<file path="config.mk">
export PLATFORM = sky130hd
export DESIGN_NAME = alu_cmd_sequencer
export DESIGN_NICKNAME = d
export VERILOG_FILES = /design/src/rtl/alu_cmd_sequencer_pkg.sv /design/src/rtl/alu_cmd_sequencer_timeout.sv /design/src/rtl/alu_cmd_sequencer.sv
export SDC_FILE = /design/constraint.sdc
export NUM_CORES = 1
export LEC_CHECK = 0
export ABC_AREA = 1
export CAP_MARGIN = 5
export CORE_AREA = 2 2 107 109
export CTS_CLUSTER_SIZE = 20
export DETAILED_ROUTE_END_ITERATION = 10
export DIE_AREA = 0 0 109 111
export SLEW_MARGIN = 10
export SYNTH_ARGS = -nofsm -noshare
export SYNTH_HDL_FRONTEND = slang
export SYNTH_SLANG_ARGS = --single-unit
</file>
<file path="constraint.sdc">
create_clock -name clk -period 1.9 [get_ports clk]
set_input_delay 0.38 -clock clk [delete_from_list [all_inputs] [get_ports clk]]
set_output_delay 0.38 -clock clk [all_outputs]
set_load 0.005 [all_outputs]
</file>
<file path="src/rtl/alu_cmd_sequencer_pkg.sv">
// alu_cmd_sequencer_pkg: opcode constants, opcode check and one-hot FSM encodings
// Rev 1.0
`default_nettype none

package alu_cmd_sequencer_pkg;

  localparam int OPCODE_W = 6;

  localparam logic [OPCODE_W-1:0] OP_ADD = 6'b100000;
  localparam logic [OPCODE_W-1:0] OP_SUB = 6'b100010;
  localparam logic [OPCODE_W-1:0] OP_AND = 6'b100100;
  localparam logic [OPCODE_W-1:0] OP_OR  = 6'b100101;
  localparam logic [OPCODE_W-1:0] OP_XOR = 6'b100110;
  localparam logic [OPCODE_W-1:0] OP_NOR = 6'b100111;
  localparam logic [OPCODE_W-1:0] OP_SRA = 6'b000011;
  localparam logic [OPCODE_W-1:0] OP_SRL = 6'b000010;

  typedef enum logic [4:0] {
    ST_RD_A  = 5'b00001,
    ST_RD_B  = 5'b00010,
    ST_RD_OP = 5'b00100,
    ST_EXEC  = 5'b01000,
    ST_WR    = 5'b10000
  } seq_state_t;

  function automatic logic is_valid_op(input logic [OPCODE_W-1:0] op);
    case (op)
      OP_ADD, OP_SUB, OP_AND, OP_OR, OP_XOR, OP_NOR, OP_SRA, OP_SRL: is_valid_op = 1'b1;
      default:                                                       is_valid_op = 1'b0;
    endcase
  endfunction

endpackage

`default_nettype wire

</file>
<file path="src/rtl/alu_cmd_sequencer_timeout.sv">
// frame_timeout_counter: counts idle cycles while enabled; pulses expired on the LIMIT-th one
// Rev 1.0
`default_nettype none

module frame_timeout_counter #(
  parameter int LIMIT = 50000
) (
  input  logic clk,
  input  logic reset,
  input  logic clear,
  input  logic en,
  output logic expired
);

  localparam int CW = (LIMIT > 2) ? $clog2(LIMIT) : 1;
  localparam logic [CW-1:0] LAST = CW'((LIMIT > 0) ? LIMIT - 1 : 0);

  logic [CW-1:0] count;

  // LIMIT == 0 disables the timeout entirely
  assign expired = (LIMIT != 0) && en && (count == LAST);

  always_ff @(posedge clk) begin
    if (reset || clear || expired) begin
      count <= '0;
    end else if (en) begin
      count <= count + CW'(1);
    end
  end

endmodule

`default_nettype wire

</file>
<file path="src/rtl/alu_cmd_sequencer.sv">
// alu_cmd_sequencer: pops (A, B, opcode) frames from RX FIFO, runs the ALU, pushes the result
// Rev 1.0
`default_nettype none

module alu_cmd_sequencer
  import alu_cmd_sequencer_pkg::*;
#(
  parameter int N              = 7,
  parameter int OP_W           = 6,
  parameter int TIMEOUT_CYCLES = 50000
) (
  input  logic            clk,
  input  logic            reset,
  input  logic            rx_empty,
  input  logic [N:0]      r_data,
  output logic            rd_uart,
  input  logic            tx_full,
  output logic [N:0]      w_data,
  output logic            wr_uart,
  output logic [N:0]      alu_a,
  output logic [N:0]      alu_b,
  output logic [OP_W-1:0] alu_op,
  input  logic [N:0]      alu_result,
  output logic            busy,
  output logic            cmd_done,
  output logic            err_opcode,
  output logic            err_timeout
);

  seq_state_t state, state_next;
  logic       to_clear, to_en, to_expired;
  logic       op_ok;

  assign op_ok    = is_valid_op(r_data[OP_W-1:0]);
  assign busy     = (state != ST_RD_A);
  assign to_en    = ((state == ST_RD_B) || (state == ST_RD_OP)) && rx_empty;
  assign to_clear = rd_uart || (state == ST_RD_A);

  frame_timeout_counter #(
    .LIMIT (TIMEOUT_CYCLES)
  ) u_timeout (
    .clk     (clk),
    .reset   (reset),
    .clear   (to_clear),
    .en      (to_en),
    .expired (to_expired)
  );

  always_ff @(posedge clk) begin
    if (reset) begin
      state  <= ST_RD_A;
      alu_a  <= '0;
      alu_b  <= '0;
      alu_op <= '0;
      w_data <= '0;
    end else begin
      state <= state_next;
      if (state == ST_RD_A && rd_uart)           alu_a  <= r_data;
      if (state == ST_RD_B && rd_uart)           alu_b  <= r_data;
      if (state == ST_RD_OP && rd_uart && op_ok) alu_op <= r_data[OP_W-1:0];
      if (state == ST_EXEC)                      w_data <= alu_result;
    end
  end

  // Strobes are held off during reset so a pending push is discarded
  always_comb begin
    state_next  = state;
    rd_uart     = 1'b0;
    wr_uart     = 1'b0;
    cmd_done    = 1'b0;
    err_opcode  = 1'b0;
    err_timeout = 1'b0;
    if (!reset) begin
      unique case (state)
        ST_RD_A: begin
          if (!rx_empty) begin
            rd_uart    = 1'b1;
            state_next = ST_RD_B;
          end
        end
        ST_RD_B: begin
          if (!rx_empty) begin
            rd_uart    = 1'b1;
            state_next = ST_RD_OP;
          end else if (to_expired) begin
            err_timeout = 1'b1;
            state_next  = ST_RD_A;
          end
        end
        ST_RD_OP: begin
          if (!rx_empty) begin
            rd_uart = 1'b1;
            if (op_ok) begin
              state_next = ST_EXEC;
            end else begin
              err_opcode = 1'b1;
              state_next = ST_RD_A;
            end
          end else if (to_expired) begin
            err_timeout = 1'b1;
            state_next  = ST_RD_A;
          end
        end
        ST_EXEC: begin
          state_next = ST_WR;
        end
        ST_WR: begin
          if (!tx_full) begin
            wr_uart    = 1'b1;
            cmd_done   = 1'b1;
            state_next = ST_RD_A;
          end
        end
        default: begin
          state_next = ST_RD_A;
        end
      endcase
    end
  end

endmodule

`default_nettype wire

</file>
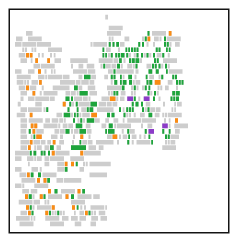
(logic cells by family)
Scale: 2 px per µm.
[inverting AOI/OAI gates] orange | cells: 43 | most used: o21ai_0
[XOR/XNOR gates] purple | cells: 4 | most used: xor2_1
[NAND gates] green | cells: 155 | most used: nand2_1

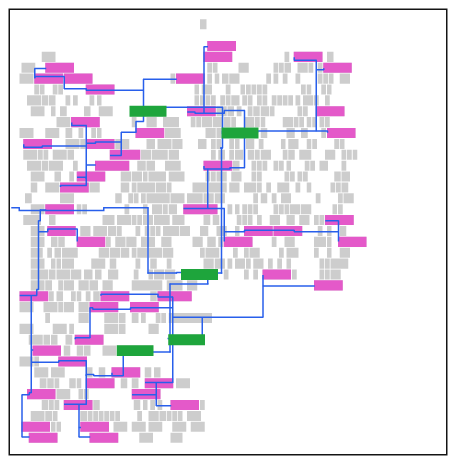
(clock wires, drivers and flops)
Scale: 4 px per µm.
[flip-flops] magenta | count: 51
[clock drivers] green | count: 5
[clock wires] blue | length: 762 µm
flops lie: spread over the die
routed clock nets: 6

==> results.ini <==
[clock_network]
cts_buffer_depth = 2
cts_resized = 42
post_cts_buffers = 7

[power]
p_seq_mw = 1.13
comb-power_mw = 0.482

[critical_path]
cp.arrival_ns = 1.56
setup.worst_path.start = r_data[5]
crit_required_ns = 1.52
crit_family = buffers and inverters
worstSetupEndpoint = err_opcode
rrSetupSlack_ns = 0.23
crit_buf_inv = 3
critical_path_class = in -> out
slowest_stage = clkdlybuf4s50_1

[floorplan]
core_area_um2 = 11080
die_width_um = 109
die_y_um = 111
tap_cells = 143

[synth]
syn-num-nets = 428
postSynthSeqShare_pct = 38.31
xor_share_pct = 1.315
syn_area_per_cell_um2 = 6.548
aoi_share_pct = 8.873
ys_types = 32
ff_type = dfxtp_1
yosysTopAreaCell = dfxtp_1
async_flop_share_pct = 0

[detailed_routing]
wl_met3_um = 508
routed_wl_um = 7577

[finish]
n_all_buffers = 122
final-nonclk-buf-share_pct = 26.05
mi_logic_area_um2 = 1403
largest_cell_class = multi-input combinational cells
seq-cell-share_pct = 25.56
fillers = 1164
clk_share_pct = 3.929
largest-register = u_timeout.count
lay_top_cells = nand2_1, nor2_1, buf_4

[placement]
globalplace.congestion = 0.8512
port_buffers = 55
dp.cells = 652

[global_route]
grt_util_met2_pct = 22.40
grt_max_degree = 19
grt_usage_pct = 13.32
grt_pass1_vias = 2862
grt.busiest_layer = met2

[worst_hold_path]
hold_depth = 3

[status]
violations = negative setup slack
status = finished with violations

[final_timing]
fin_ws_ns = -0.03657
setup_violations = 2
holdWs_ns = 0.3929

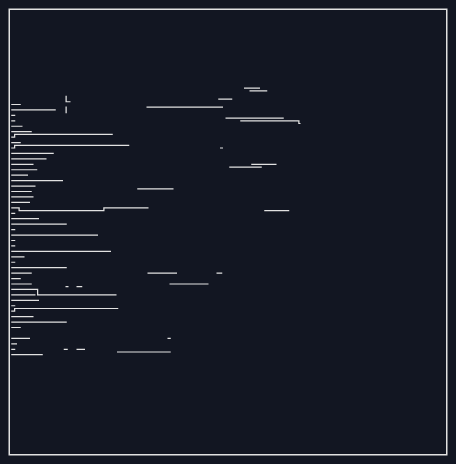
(met3 routing)
Scale: 4 px per µm.
longest straight run: 28.5 µm
share of all routed wire: 6.7%
nets with wire on the layer: 59
wire length on this layer: 509 µm
main direction: horizontal

